**src/rtl/quick_spi_cmd_sequencer_if.sv**
```systemverilog
// Command/response/quick_spi signal bundle for the quick_spi command sequencer.
// master = host + quick_spi side, slave = sequencer side.
interface quick_spi_cmd_sequencer_if #(
  parameter int unsigned SLAVE_W = 2
);
  localparam int unsigned DATA_W = 16;
  localparam int unsigned RSP_W  = 8;

  logic                cmd_valid;
  logic                cmd_ready;
  logic                cmd_op;
  logic [SLAVE_W-1:0]  cmd_slave;
  logic [DATA_W-1:0]   cmd_data;

  logic                rsp_valid;
  logic                rsp_ready;
  logic [RSP_W-1:0]    rsp_data;
  logic                rsp_err;

  logic                spi_enable;
  logic                spi_operation;
  logic [SLAVE_W-1:0]  spi_slave;
  logic [DATA_W-1:0]   spi_outgoing_data;
  logic                spi_busy;
  logic [RSP_W-1:0]    spi_incoming_data;

  modport master (
    output cmd_valid, cmd_op, cmd_slave, cmd_data, rsp_ready, spi_busy, spi_incoming_data,
    input  cmd_ready, rsp_valid, rsp_data, rsp_err,
           spi_enable, spi_operation, spi_slave, spi_outgoing_data
  );

  modport slave (
    input  cmd_valid, cmd_op, cmd_slave, cmd_data, rsp_ready, spi_busy, spi_incoming_data,
    output cmd_ready, rsp_valid, rsp_data, rsp_err,
           spi_enable, spi_operation, spi_slave, spi_outgoing_data
  );
endinterface

```
**src/rtl/quick_spi_cmd_sequencer.sv**
```systemverilog
// Queues SPI commands in a FIFO and runs them through quick_spi one at a time,
// returning one in-order response each. Optional watchdog: QUICK_SPI_SEQ_TIMEOUT_EN.
module quick_spi_cmd_sequencer #(
  parameter int unsigned DEPTH          = 4,
  parameter int unsigned SLAVE_W        = 2,
  parameter int unsigned TIMEOUT_CYCLES = 1024
) (
  input  logic                        clk,
  input  logic                        reset_n,
  quick_spi_cmd_sequencer_if.slave    bus
);
  localparam int unsigned AW     = $clog2(DEPTH);
  localparam int unsigned CW     = AW + 1;
  localparam int unsigned DATA_W = 16;
  localparam int unsigned RSP_W  = 8;

  localparam logic [1:0] S_IDLE   = 2'd0;
  localparam logic [1:0] S_LAUNCH = 2'd1;
  localparam logic [1:0] S_WAIT   = 2'd2;
  localparam logic [1:0] S_RESP   = 2'd3;

  if (DEPTH < 2 || (DEPTH & (DEPTH - 1)) != 0 || TIMEOUT_CYCLES < 1) begin : g_bad_param
    $error("quick_spi_cmd_sequencer: DEPTH must be a power of two >= 2, TIMEOUT_CYCLES >= 1");
  end

  logic                r_op_mem    [DEPTH];
  logic [SLAVE_W-1:0]  r_slave_mem [DEPTH];
  logic [DATA_W-1:0]   r_data_mem  [DEPTH];
  logic [AW-1:0]       r_wr_ptr, r_rd_ptr;
  logic [CW-1:0]       r_count;
  logic                w_full, w_empty, w_push, w_pop;

  logic [1:0]          r_state, w_state_nxt;
  logic                r_spi_enable, w_spi_enable_nxt;
  logic                r_spi_op, w_spi_op_nxt;
  logic [SLAVE_W-1:0]  r_spi_slave, w_spi_slave_nxt;
  logic [DATA_W-1:0]   r_spi_data, w_spi_data_nxt;
  logic                r_rsp_valid, w_rsp_valid_nxt;
  logic [RSP_W-1:0]    r_rsp_data, w_rsp_data_nxt;

`ifdef QUICK_SPI_SEQ_TIMEOUT_EN
  localparam int unsigned TW = $clog2(TIMEOUT_CYCLES + 1);
  logic [TW-1:0]       r_tmo_cnt, w_tmo_cnt_nxt;
  logic                r_rsp_err, w_rsp_err_nxt;
`endif

  assign w_full  = (r_count == CW'(DEPTH));
  assign w_empty = (r_count == '0);
  assign w_push  = bus.cmd_valid && !w_full;

  // FIFO storage (no reset needed, guarded by count)
  always_ff @(posedge clk) begin
    if (w_push) begin
      r_op_mem[r_wr_ptr]    <= bus.cmd_op;
      r_slave_mem[r_wr_ptr] <= bus.cmd_slave;
      r_data_mem[r_wr_ptr]  <= bus.cmd_data;
    end
  end

  // Next-state and registered-output decode
  always_comb begin
    w_state_nxt      = r_state;
    w_pop            = 1'b0;
    w_spi_enable_nxt = r_spi_enable;
    w_spi_op_nxt     = r_spi_op;
    w_spi_slave_nxt  = r_spi_slave;
    w_spi_data_nxt   = r_spi_data;
    w_rsp_valid_nxt  = r_rsp_valid;
    w_rsp_data_nxt   = r_rsp_data;
`ifdef QUICK_SPI_SEQ_TIMEOUT_EN
    w_tmo_cnt_nxt    = r_tmo_cnt;
    w_rsp_err_nxt    = r_rsp_err;
`endif
    case (r_state)
      S_IDLE: begin
        if (!w_empty && !r_rsp_valid) begin
          w_pop           = 1'b1;
          w_spi_op_nxt    = r_op_mem[r_rd_ptr];
          w_spi_slave_nxt = r_slave_mem[r_rd_ptr];
          w_spi_data_nxt  = r_data_mem[r_rd_ptr];
          w_state_nxt     = S_LAUNCH;
`ifdef QUICK_SPI_SEQ_TIMEOUT_EN
          w_tmo_cnt_nxt   = '0;
`endif
        end
      end
      S_LAUNCH: begin
        // busy only counts once enable has actually been presented
        w_spi_enable_nxt = 1'b1;
        if (r_spi_enable && bus.spi_busy) begin
          w_spi_enable_nxt = 1'b0;
          w_state_nxt      = S_WAIT;
        end
      end
      S_WAIT: begin
        if (!bus.spi_busy) begin
          w_rsp_data_nxt  = r_spi_op ? '0 : bus.spi_incoming_data;
          w_rsp_valid_nxt = 1'b1;
          w_state_nxt     = S_RESP;
        end
      end
      S_RESP: begin
        if (bus.rsp_ready) begin
          w_rsp_valid_nxt = 1'b0;
`ifdef QUICK_SPI_SEQ_TIMEOUT_EN
          w_rsp_err_nxt   = 1'b0;
`endif
          w_state_nxt     = S_IDLE;
        end
      end
      default: w_state_nxt = S_IDLE;
    endcase
`ifdef QUICK_SPI_SEQ_TIMEOUT_EN
    if (r_state == S_LAUNCH || r_state == S_WAIT) begin
      if (r_tmo_cnt == TW'(TIMEOUT_CYCLES - 1)) begin
        w_spi_enable_nxt = 1'b0;
        w_rsp_err_nxt    = 1'b1;
        w_rsp_data_nxt   = '0;
        w_rsp_valid_nxt  = 1'b1;
        w_state_nxt      = S_RESP;
      end else begin
        w_tmo_cnt_nxt    = r_tmo_cnt + TW'(1);
      end
    end
`endif
  end

  always_ff @(posedge clk or negedge reset_n) begin
    if (!reset_n) begin
      r_state      <= S_IDLE;
      r_wr_ptr     <= '0;
      r_rd_ptr     <= '0;
      r_count      <= '0;
      r_spi_enable <= 1'b0;
      r_spi_op     <= 1'b0;
      r_spi_slave  <= '0;
      r_spi_data   <= '0;
      r_rsp_valid  <= 1'b0;
      r_rsp_data   <= '0;
`ifdef QUICK_SPI_SEQ_TIMEOUT_EN
      r_tmo_cnt    <= '0;
      r_rsp_err    <= 1'b0;
`endif
    end else begin
      r_state      <= w_state_nxt;
      r_spi_enable <= w_spi_enable_nxt;
      r_spi_op     <= w_spi_op_nxt;
      r_spi_slave  <= w_spi_slave_nxt;
      r_spi_data   <= w_spi_data_nxt;
      r_rsp_valid  <= w_rsp_valid_nxt;
      r_rsp_data   <= w_rsp_data_nxt;
`ifdef QUICK_SPI_SEQ_TIMEOUT_EN
      r_tmo_cnt    <= w_tmo_cnt_nxt;
      r_rsp_err    <= w_rsp_err_nxt;
`endif
      if (w_push) r_wr_ptr <= r_wr_ptr + AW'(1);
      if (w_pop)  r_rd_ptr <= r_rd_ptr + AW'(1);
      case ({w_push, w_pop})
        2'b10:   r_count <= r_count + CW'(1);
        2'b01:   r_count <= r_count - CW'(1);
        default: r_count <= r_count;
      endcase
    end
  end

  assign bus.cmd_ready         = !w_full;
  assign bus.spi_enable        = r_spi_enable;
  assign bus.spi_operation     = r_spi_op;
  assign bus.spi_slave         = r_spi_slave;
  assign bus.spi_outgoing_data = r_spi_data;
  assign bus.rsp_valid         = r_rsp_valid;
  assign bus.rsp_data          = r_rsp_data;
`ifdef QUICK_SPI_SEQ_TIMEOUT_EN
  assign bus.rsp_err           = r_rsp_err;
`else
  assign bus.rsp_err           = 1'b0;
`endif

endmodule

```
**src/flat_wrapper.sv**
```systemverilog
// flat-port wrapper written by rule: the top's interface ports become plain ports
module quick_spi_cmd_sequencer_flat 
#(
  parameter int unsigned DEPTH          = 4,
  parameter int unsigned SLAVE_W        = 2,
  parameter int unsigned TIMEOUT_CYCLES = 1024
)
  (clk, reset_n, bus_cmd_valid, bus_cmd_op, bus_cmd_slave, bus_cmd_data, bus_rsp_ready, bus_spi_busy, bus_spi_incoming_data, bus_cmd_ready, bus_rsp_valid, bus_rsp_data, bus_rsp_err, bus_spi_enable, bus_spi_operation, bus_spi_slave, bus_spi_outgoing_data);
  quick_spi_cmd_sequencer_if #(.SLAVE_W(SLAVE_W)) bus_i ();
  input  logic clk;
  input  logic reset_n;
  input wire logic [$bits(bus_i.cmd_valid)-1:0] bus_cmd_valid;
  input wire logic [$bits(bus_i.cmd_op)-1:0] bus_cmd_op;
  input wire logic [$bits(bus_i.cmd_slave)-1:0] bus_cmd_slave;
  input wire logic [$bits(bus_i.cmd_data)-1:0] bus_cmd_data;
  input wire logic [$bits(bus_i.rsp_ready)-1:0] bus_rsp_ready;
  input wire logic [$bits(bus_i.spi_busy)-1:0] bus_spi_busy;
  input wire logic [$bits(bus_i.spi_incoming_data)-1:0] bus_spi_incoming_data;
  output wire logic [$bits(bus_i.cmd_ready)-1:0] bus_cmd_ready;
  output wire logic [$bits(bus_i.rsp_valid)-1:0] bus_rsp_valid;
  output wire logic [$bits(bus_i.rsp_data)-1:0] bus_rsp_data;
  output wire logic [$bits(bus_i.rsp_err)-1:0] bus_rsp_err;
  output wire logic [$bits(bus_i.spi_enable)-1:0] bus_spi_enable;
  output wire logic [$bits(bus_i.spi_operation)-1:0] bus_spi_operation;
  output wire logic [$bits(bus_i.spi_slave)-1:0] bus_spi_slave;
  output wire logic [$bits(bus_i.spi_outgoing_data)-1:0] bus_spi_outgoing_data;
  assign bus_i.cmd_valid = bus_cmd_valid;
  assign bus_i.cmd_op = bus_cmd_op;
  assign bus_i.cmd_slave = bus_cmd_slave;
  assign bus_i.cmd_data = bus_cmd_data;
  assign bus_i.rsp_ready = bus_rsp_ready;
  assign bus_i.spi_busy = bus_spi_busy;
  assign bus_i.spi_incoming_data = bus_spi_incoming_data;
  assign bus_cmd_ready = bus_i.cmd_ready;
  assign bus_rsp_valid = bus_i.rsp_valid;
  assign bus_rsp_data = bus_i.rsp_data;
  assign bus_rsp_err = bus_i.rsp_err;
  assign bus_spi_enable = bus_i.spi_enable;
  assign bus_spi_operation = bus_i.spi_operation;
  assign bus_spi_slave = bus_i.spi_slave;
  assign bus_spi_outgoing_data = bus_i.spi_outgoing_data;
  quick_spi_cmd_sequencer #(.DEPTH(DEPTH), .SLAVE_W(SLAVE_W), .TIMEOUT_CYCLES(TIMEOUT_CYCLES)) u_core (.clk(clk), .reset_n(reset_n), .bus(bus_i));
endmodule
```
**config.mk**
```make
export PLATFORM = sky130hd
export DESIGN_NAME = quick_spi_cmd_sequencer_flat
export DESIGN_NICKNAME = d
export VERILOG_FILES = /design/src/rtl/quick_spi_cmd_sequencer_if.sv /design/src/rtl/quick_spi_cmd_sequencer.sv /design/src/flat_wrapper.sv
export SDC_FILE = /design/constraint.sdc
export NUM_CORES = 1
export LEC_CHECK = 0
export ABC_AREA = 1
export CORE_AREA = 2 2 82 162
export DETAILED_ROUTE_END_ITERATION = 10
export DIE_AREA = 0 0 84 164
export PLACE_DENSITY = 0.72
export SLEW_MARGIN = 5
export SYNTH_ARGS = -nofsm -noshare
export SYNTH_HDL_FRONTEND = slang
export SYNTH_SLANG_ARGS = --single-unit
export TNS_END_PERCENT = 20
```
**constraint.sdc**
```tcl
create_clock -name clk -period 5.95 [get_ports clk]
set_input_delay 1.19 -clock clk [delete_from_list [all_inputs] [get_ports clk]]
set_output_delay 1.19 -clock clk [all_outputs]
set_load 0.1 [all_outputs]
```
Figure 1. I/O pins on the die edge.
Scale: 4 px per um. Pins as bars across the die edge, other pins in gray.
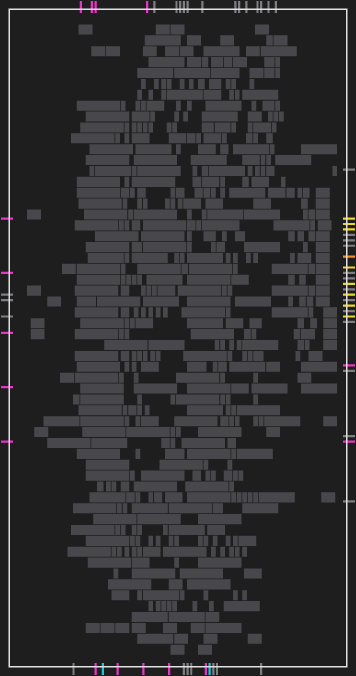
[`bus_cmd_data`] magenta | pins: 16 | direction: input | edge: 5 bottom, 5 left, 4 top, 2 right
[`bus_rsp_data`] yellow | pins: 8 | direction: output | edge: right
[`bus_spi_operation`] orange | pins: 1 | direction: output | edge: right
[`bus_cmd_slave`] cyan | pins: 2 | direction: input | edge: bottom
all pins by edge: 24 right, 17 top, 14 bottom, 8 left
number of port buffers: 61
height of the chip: 164 um
Die W: 84 um

Figure 2. Routing congestion.
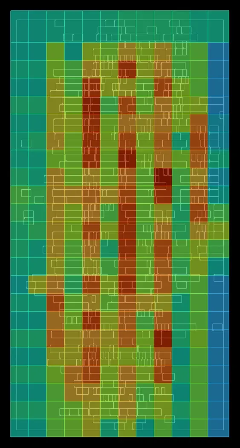
met2 Track Usage GR: 27.6%
global routing usage on met3: 3.87%
per-cell routed wire length: 14.2 um

==> notes.md <==
Notes on the flow run.

- Setup repair after global routing left no endpoint under its margin.
- The switching power as a share of total power is 18.6%, for reference.
- The register area is 3230 um2, for reference.
- Across all register-to-register paths, the minimum setup slack is 2.94 ns.
- The per-cell via count in the routed design is between 4 and 5, for reference.
- For reference, compound AND-OR and OR-AND cells occupy under 10% of the area reported after synthesis.
- In this run, synthesis produced a sequential element count of between 100 and 150.
- The final timing report counts setup violations totalling 0.
- The endpoint of the most critical setup path is bus_cmd_ready, for reference.
- The synthesized-area fraction occupied by and/or/nand/nor cells is 17.9%, for reference.
- The portion of synthesized cell area occupied by the leading cell type is 46.5%, for reference.
- The worst setup timing slack at the placement stage is 2.83 ns, for reference.
- All stages included, the depth of the critical timing path comes to 3.
- The number of instances in the placed design is 627, for reference.
- The yosys synthesis chip area is between 4000 and 5000 um2, for reference.
- Checking hold timing, the worst path is listed with class reg2reg.
- Of the combinational cells, the family taking the most area is simple AND/OR/NAND/NOR gates.
- The smallest clock period supported by the final layout is computed as 3.30 ns.
- Per the skew report, the later register of the worst-skew pair sees a clock latency of 0.41 ns.
- The number of iterations in the first detailed-routing pass is 4, for reference.
- Ranked by flip-flop count, first place goes to u_core.r_data_mem.
- The final layout contains 539 nets.
- In this run the critical register-to-register path is launched from u_core.r_state[0].
- The detailed placer's ending HPWL is 6180 um, for reference.
- The overall chip area is about 14000 um2, for reference.
- The combinational cell power is 35.3 uW, for reference.
- The post-route antenna net violation count is 0, for reference.
- The number of buffers inserted during clock tree synthesis is 17, for reference.
- The clock sink count is 114, for reference.
- Once the clock tree was built, the resizer swapped 0 gates to a different size.
- The cell count after synthesis is between 400 and 500, for reference.
- The adder-cell share of the synthesized area is 2.96%, for reference.
- The top cell types in the final layout, fill and taps aside, are sky130_fd_sc_hd__nand2_1, sky130_fd_sc_hd__edfxtp_1, sky130_fd_sc_hd__clkdlybuf4s50_1, sky130_fd_sc_hd__nor2_1, sky130_fd_sc_hd__dfrtp_1.
- Per STA, the worst path accumulates the most delay in the family buffers and inverters.
- STA classifies the critical path endpoint as an output port.
- The switching power summed over all nets is approximately 340 uW, for reference.
- Looking at the worst setup and hold paths, the clock pins of their registers show a slew of approximately 0.050 ns.
- In the final layout, multi-input gates take up 22.9% of the cell area.
- The delay contributed by the slowest stage of the critical path is 1.14 ns, for reference.
- The net count after synthesis is between 400 and 500, for reference.
- The final weighted congestion recorded by global placement is 0.770.
- The flow ran to the end, and the final reports show no timing, DRC or antenna violations.
- The remaining global-route overflow is 0, for reference.
- The routed length on met2 is 5350 um, for reference.
- The library cell used most frequently in the layout, excluding fill and tap cells, is sky130_fd_sc_hd__nand2_1.
- The detailed router put a total of 3460 um of wire on met1.
- After Yosys synthesis, XOR and XNOR cells account for 0.893% of the synthesized area.
- The first routing iteration left 99 violations.
- The initial utilization of the core area, before any placement, comes to 39.1%.
- The number of warnings reported in the stage logs is 33.
- In the global route stage, met1 resource usage came out at 14.5%.
- Per report_power, the Sequential row totals 849 uW.
- The number of pins exceeding their max-slew limit in the final report is 0, for reference.
- The total routing usage reported by global routing is 14.6%, for reference.
- The mux cell area share after synthesis is 0.230%, for reference.
- The dominant kind of cell is sequential cells, for reference.
- In the final timing run, aggregate negative setup slack is 0 ns.
- Looking at hold timing, the worst path starts from u_core.bus.spi_outgoing_data[8].
- The clock H-tree reported by CTS has 4 levels.
- Hold timing on the final database bottoms out at a slack of 0.479 ns.
- The antenna diode instance count is 0, for reference.
- The signal on the critical path passes through nor2_1, nand2_1, clkdlybuf4s50_1.
- The number of library cell types mapped by synthesis is 30, for reference.
- The top flip-flop cell by instance count after synthesis is sky130_fd_sc_hd__edfxtp_1, for reference.
- After clock tree synthesis, the flow added hold-fix buffers numbering 0.
- The wire length on met3 is 347 um, for reference.
- The fraction of the cycle the final worst path needs is 55.5%, for reference.
- The clock passes through at most 2 buffers.
- The minimum setup slack in the final design is 2.65 ns, for reference.
- The fraction of registers with async set/reset is ~33%, for reference.
- The report counts max-capacitance violations totalling 0.
- The top power group is the clock network, for reference.
- The register with the most flip-flops in the layout has 64 of them.
- Hold analysis lists the worst path endpoint as u_core.bus.spi_outgoing_data[8].
- The capture point of the worst register-to-register path is recorded as u_core.r_count[1].
- The required time reported for the critical path endpoint is approximately 4.8 ns, for reference.
- The fraction of area in registers is 52.5%, for reference.
- The final-layout non-clock buffer area share is 9.95%, for reference.
- By count the netlist is led by sky130_fd_sc_hd__nand2_1, sky130_fd_sc_hd__edfxtp_1, sky130_fd_sc_hd__nor2_1.
Figure 3. Met2 routing.
Scale: 4 px per um. Cells faint in the background.
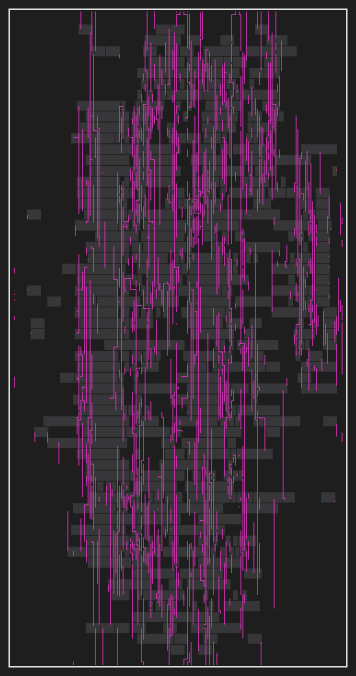
wire length on this layer: 5350 um
share of all routed wire: 57%
longest straight run: 58.6 um
nets with wire on the layer: 433
main direction: vertical
post-detailed-routing wire length: 9350 um
vias: 3121

Power figures rest on the tool's default switching activity, not on a simulated workload.
